## src/rtl/ahb_pkg.sv

```systemverilog
// Shared types and constants for the AHB-Lite master and its lane-steering helper.
package ahb_pkg;

    typedef enum logic [1:0] {
        TransIdle   = 2'b00,
        TransBusy   = 2'b01,
        TransNonseq = 2'b10,
        TransSeq    = 2'b11
    } htrans_t;

    localparam logic [2:0] HSIZE_B = 3'b000;
    localparam logic [2:0] HSIZE_H = 3'b001;
    localparam logic [2:0] HSIZE_W = 3'b010;

    localparam logic [2:0] F3_B  = 3'b000;
    localparam logic [2:0] F3_H  = 3'b001;
    localparam logic [2:0] F3_W  = 3'b010;
    localparam logic [2:0] F3_BU = 3'b100;
    localparam logic [2:0] F3_HU = 3'b101;

    typedef enum logic [2:0] {
        StIdle,
        StAddr,
        StData,
        StErr,
        StLerr
    } mst_state_t;

    typedef enum logic [1:0] {
        RegNone,
        RegRom,
        RegRam
    } region_t;

    function automatic logic [2:0] fn3_to_hsize(input logic [2:0] fn3);
        logic [2:0] size;
        case (fn3)
            F3_B, F3_BU: size = HSIZE_B;
            F3_H, F3_HU: size = HSIZE_H;
            default:     size = HSIZE_W;
        endcase
        return size;
    endfunction

    // Undefined funct3 encodings are moved as words but are not alignment-checked.
    function automatic logic is_misaligned(input logic [2:0] fn3, input logic [1:0] addr_lo);
        logic mis;
        case (fn3)
            F3_H, F3_HU: mis = addr_lo[0];
            F3_W:        mis = (addr_lo != 2'b00);
            default:     mis = 1'b0;
        endcase
        return mis;
    endfunction

endpackage

```

## src/rtl/ahb_lane_steer.sv

```systemverilog
// Store byte-lane replication and load lane selection with sign/zero extension.
module ahb_lane_steer
    import ahb_pkg::*;
(
    input  logic [2:0]  fn3_i,
    input  logic [1:0]  addr_lo_i,
    input  logic [31:0] wdata_i,
    input  logic [31:0] rdata_i,
    output logic [31:0] hwdata_o,
    output logic [31:0] load_o
);

    logic [7:0]  byte_sel;
    logic [15:0] half_sel;

    always_comb begin
        byte_sel = rdata_i[{addr_lo_i, 3'b000} +: 8];
        half_sel = addr_lo_i[1] ? rdata_i[31:16] : rdata_i[15:0];
    end

    always_comb begin
        hwdata_o = wdata_i;
        case (fn3_i)
            F3_B, F3_BU: hwdata_o = {4{wdata_i[7:0]}};
            F3_H, F3_HU: hwdata_o = {2{wdata_i[15:0]}};
            default:     hwdata_o = wdata_i;
        endcase
    end

    always_comb begin
        load_o = rdata_i;
        case (fn3_i)
            F3_B:    load_o = {{24{byte_sel[7]}}, byte_sel};
            F3_BU:   load_o = {24'h000000, byte_sel};
            F3_H:    load_o = {{16{half_sel[15]}}, half_sel};
            F3_HU:   load_o = {16'h0000, half_sel};
            default: load_o = rdata_i;
        endcase
    end

endmodule

```

## src/rtl/ahb_lite_master.sv

```systemverilog
// Registered single-outstanding AHB-Lite master for core load/store/fetch requests.
// Misaligned, unmapped and ROM-write requests are rejected locally without bus activity.
module ahb_lite_master
    import ahb_pkg::*;
#(
    parameter int unsigned         TAG_W     = 8,
    parameter logic [TAG_W-1:0]    ROM_TAG   = 8'hA0,
    parameter logic [TAG_W-1:0]    RAM_TAG   = 8'hB0,
    parameter logic [3:0]          ROM_HPROT = 4'b0000,
    parameter logic [3:0]          RAM_HPROT = 4'b0001
) (
    input  logic        hclk,
    input  logic        hresetn,

    input  logic        req_valid,
    output logic        req_ready,
    input  logic        req_write,
    input  logic [2:0]  req_fn3,
    input  logic [31:0] req_addr,
    input  logic [31:0] req_wdata,
    output logic        rsp_valid,
    output logic [31:0] rsp_rdata,
    output logic        rsp_err,

    output logic [1:0]  htrans,
    output logic [31:0] haddr,
    output logic        hwrite,
    output logic [2:0]  hsize,
    output logic [3:0]  hprot,
    output logic [31:0] hwdata,
    input  logic [31:0] hrdata,
    input  logic        hready,
    input  logic        hresp
);

    mst_state_t  state_q;
    logic [1:0]  addr_lo_q;
    logic        write_q;
    logic [2:0]  fn3_q;
    region_t     region_q;
    logic [31:0] wdata_q;

    htrans_t     htrans_q;
    logic [31:0] haddr_q;
    logic        hwrite_q;
    logic [2:0]  hsize_q;
    logic [3:0]  hprot_q;
    logic [31:0] hwdata_q;
    logic        rsp_valid_q;
    logic [31:0] rsp_rdata_q;
    logic        rsp_err_q;
    logic        req_ready_q;

    region_t     req_region;
    logic        req_local_err;
    logic [31:0] store_lanes;
    logic [31:0] load_ext;

    always_comb begin
        req_region = RegNone;
        if (req_addr[31:32-TAG_W] == ROM_TAG) begin
            req_region = RegRom;
        end else if (req_addr[31:32-TAG_W] == RAM_TAG) begin
            req_region = RegRam;
        end
        req_local_err = is_misaligned(req_fn3, req_addr[1:0]) ||
                        (req_region == RegNone) ||
                        ((req_region == RegRom) && req_write);
    end

    ahb_lane_steer u_lane_steer (
        .fn3_i     (fn3_q),
        .addr_lo_i (addr_lo_q),
        .wdata_i   (wdata_q),
        .rdata_i   (hrdata),
        .hwdata_o  (store_lanes),
        .load_o    (load_ext)
    );

    always_ff @(posedge hclk or negedge hresetn) begin
        if (!hresetn) begin
            state_q     <= StIdle;
            addr_lo_q   <= 2'b00;
            write_q     <= 1'b0;
            fn3_q       <= 3'b000;
            region_q    <= RegNone;
            wdata_q     <= 32'h0;
            htrans_q    <= TransIdle;
            haddr_q     <= 32'h0;
            hwrite_q    <= 1'b0;
            hsize_q     <= HSIZE_W;
            hprot_q     <= 4'b0000;
            hwdata_q    <= 32'h0;
            rsp_valid_q <= 1'b0;
            rsp_rdata_q <= 32'h0;
            rsp_err_q   <= 1'b0;
            req_ready_q <= 1'b1;
        end else begin
            rsp_valid_q <= 1'b0;
            rsp_err_q   <= 1'b0;
            case (state_q)
                StIdle: begin
                    if (req_valid) begin
                        addr_lo_q   <= req_addr[1:0];
                        write_q     <= req_write;
                        fn3_q       <= req_fn3;
                        region_q    <= req_region;
                        wdata_q     <= req_wdata;
                        req_ready_q <= 1'b0;
                        if (req_local_err) begin
                            state_q <= StLerr;
                        end else begin
                            // Address phase is presented from the accept edge onward.
                            state_q  <= StAddr;
                            htrans_q <= TransNonseq;
                            haddr_q  <= req_addr;
                            hwrite_q <= req_write;
                            hsize_q  <= fn3_to_hsize(req_fn3);
                            hprot_q  <= (req_region == RegRom) ? ROM_HPROT : RAM_HPROT;
                        end
                    end
                end
                StAddr: begin
                    if (hready) begin
                        state_q  <= StData;
                        htrans_q <= TransIdle;
                        hwdata_q <= store_lanes;
                    end
                end
                StData: begin
                    if (hready) begin
                        // hresp with hready high is out of protocol; report it as an error.
                        state_q     <= StIdle;
                        req_ready_q <= 1'b1;
                        rsp_valid_q <= 1'b1;
                        rsp_err_q   <= hresp;
                        rsp_rdata_q <= (hresp || write_q) ? 32'h0 : load_ext;
                    end else if (hresp) begin
                        state_q <= StErr;
                    end
                end
                StErr: begin
                    if (hready) begin
                        state_q     <= StIdle;
                        req_ready_q <= 1'b1;
                        rsp_valid_q <= 1'b1;
                        rsp_err_q   <= 1'b1;
                        rsp_rdata_q <= 32'h0;
                    end
                end
                StLerr: begin
                    state_q     <= StIdle;
                    req_ready_q <= 1'b1;
                    rsp_valid_q <= 1'b1;
                    rsp_err_q   <= 1'b1;
                    rsp_rdata_q <= 32'h0;
                end
                default: begin
                    state_q     <= StIdle;
                    req_ready_q <= 1'b1;
                    htrans_q    <= TransIdle;
                end
            endcase
        end
    end

    assign req_ready = req_ready_q;
    assign rsp_valid = rsp_valid_q;
    assign rsp_rdata = rsp_rdata_q;
    assign rsp_err   = rsp_err_q;
    assign htrans    = htrans_q;
    assign haddr     = haddr_q;
    assign hwrite    = hwrite_q;
    assign hsize     = hsize_q;
    assign hprot     = hprot_q;
    assign hwdata    = hwdata_q;

endmodule

```

## config.mk

```make
export PLATFORM = sky130hd
export DESIGN_NAME = ahb_lite_master
export DESIGN_NICKNAME = d
export VERILOG_FILES = /design/src/rtl/ahb_pkg.sv /design/src/rtl/ahb_lane_steer.sv /design/src/rtl/ahb_lite_master.sv
export SDC_FILE = /design/constraint.sdc
export NUM_CORES = 1
export LEC_CHECK = 0
export ABC_AREA = 1
export CORE_MARGIN = 3
export CORE_UTILIZATION = 46
export DETAILED_ROUTE_END_ITERATION = 10
export PLACE_DENSITY_LB_ADDON = 0.3
export SETUP_SLACK_MARGIN = 0.15
export SYNTH_ARGS = -nofsm -noshare
export SYNTH_HDL_FRONTEND = slang
export SYNTH_SLANG_ARGS = --single-unit
```

## constraint.sdc

```tcl
create_clock -name hclk -period 2.8 [get_ports hclk]
set_input_delay 0.7 -clock hclk [delete_from_list [all_inputs] [get_ports hclk]]
set_output_delay 0.7 -clock hclk [all_outputs]
set_load 0.01 [all_outputs]
```

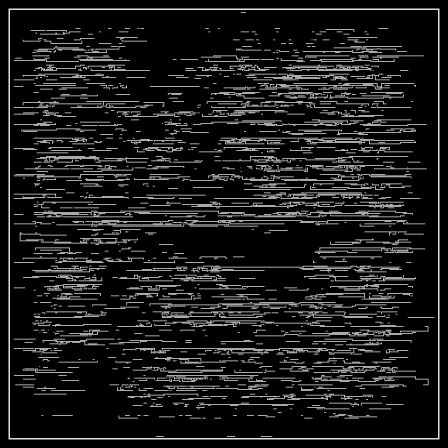
(images/m1.png)
share of all routed wire: 43%
longest straight run: 37.0 um
wire length on this layer: 8170 um

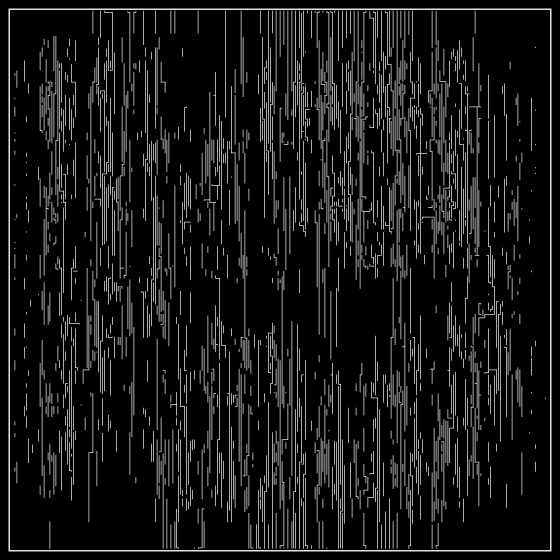
(images/m2.png)
wire length on this layer: 8790 um
main direction: vertical
longest straight run: 38.2 um
nets with wire on the layer: 886
share of all routed wire: 46%
GR Util met2: 36.3%
Routed WL: 19000 um
total number of vias: 6202

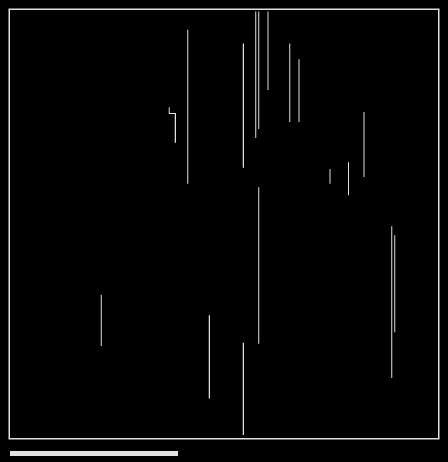
(images/m4.png)
Scale bar: 50 um.
nets with wire on the layer: 13
main direction: vertical
share of all routed wire: 2.4%

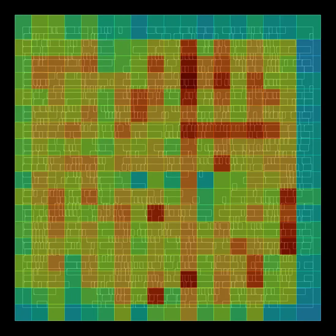
(images/congestion_map.png)
met1 usage: 32.0%
post-layout util: 67.4%

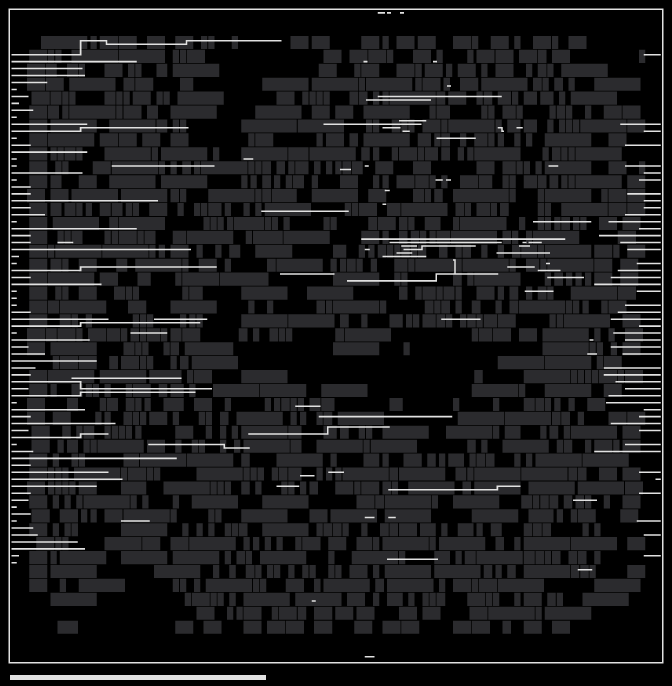
(images/m3.png)
Scale bar: 50 um.
main direction: horizontal
wire length on this layer: 1580 um
longest straight run: 39.6 um
share of all routed wire: 8.3%
nets with wire on the layer: 160
met3 GRT Util: 8.15%

==> run summary <==
Synth Cell Area - 6780 um^2
WS Path Type - reg -> reg
placed cells - 1190
worst reg2reg path startpoint - fn3_q[1]$_DFFE_PN0P_
DP Area - 8960 um^2
most frequent cells after synthesis - 338 x nand2_1, 143 x dfrtp_1, 72 x inv_1
Top pwr grp - sequential cells
Core Rows - 43
final setup fails - 0
CTS resizes - 0
Die Span X - 127 um
post-layout min period - 2.28 ns
DPL Wire Length - 13400 um
Flops after synth - 145
worst-case hold slack - 0.157 ns
cell-by-cell trace of the critical path - buf_4, nor2_1, inv_1, nor2_1, nand2_2, nand3_2, nand3_1, nand2_1
Vias/cell - 5.08
status - complete, no violations
Worst Path Max Fanout - 20
Crit path largest cell delay - 0.47 ns
highest-count logic cell in the final layout - nand2_1
Comb power frac - 27.4%
Compound Share, Synth - 10.2%
actual slew at the worst max-slew pin - 0.987 ns
main kind of combinational logic by area - simple AND/OR/NAND/NOR gates
Placer Congestion - 0.835
most frequent cell after synthesis - nand2_1
Log Warnings - 26
non-filler cells, final - 1222
chip area - 16200 um^2
Yosys top cell by area - dfrtp_1
kind of end point of the critical path - register
Antenna Cells - 0
clock skew - 0.00634 ns
Async SR Flop Fraction - 100%
H-tree depth - 4
Cell variety after synth - 34
number of enable flip-flop cells - 0
root buf cell - clkbuf_16
Synth warnings - 0
Setup WS pre-CTS - 0.214 ns
routed length per instance - 15.5 um
sum of buffers and inverters on the critical path - 2
WP depth - 8
CTS tree - built
Most common reg cell - dfrtp_1
sequential fraction of the synthesis area - 53.6%
Final period util - 81.4%
Max-area cell share - 52.8%
most frequent cells in the layout - 338 x nand2_1, 207 x clkdlybuf4s50_1, 143 x dfrtp_1, 72 x inv_1, 47 x o21ai_0
largest net degree at the start of global routing - 86
Fin. Hold Viols - 0
yosys cell count - 831
Static Leak - 4.75 nW
Sequential Power Share - 40.2%
RSZ-0062 raised after global routing - false
Post-Synth Simple-Gate Area - 27.9%
clock share of power - 32.4%
post-cts hold buffer count - 0
Yosys chip area - 6780 um^2
post-synthesis instance total - 831
# clock sinks - 145
initial antenna violation count - 0
startpoint type of the worst setup path - register
Slew HR - 34.1%
-- registers in the layout (all words and copies together) (netlist names), 2 cells and up --
signal,flops
rsp_rdata,32
hwdata,32
wdata_q,32
state_q,3
fn3_q,3
addr_lo_q,2
hsize,2
haddr,32
-- area by class of cell --
type	instances	area, um^2
Inverter	76	285
Clock buffer	22	474
Fill cell	1197	4610
Timing Repair Buffer	223	2220
Clock inverter	10	108
Multi-Input combinational cell	566	2600
Tap cell	180	225
Sequential cell	145	3630
-- per-layer routing --
layer,GRT usage (%),wire (um),part of all wire (%),up-vias
li1,-,-,-,3055
met5,0,0,0,-
met1,32.0,8170,43,2878
met4,8.14,449,2.4,0
met3,8.15,1580,8.3,38
met2,36.3,8790,46,231
No activity file was given, so power comes from the tool's default toggle rates.
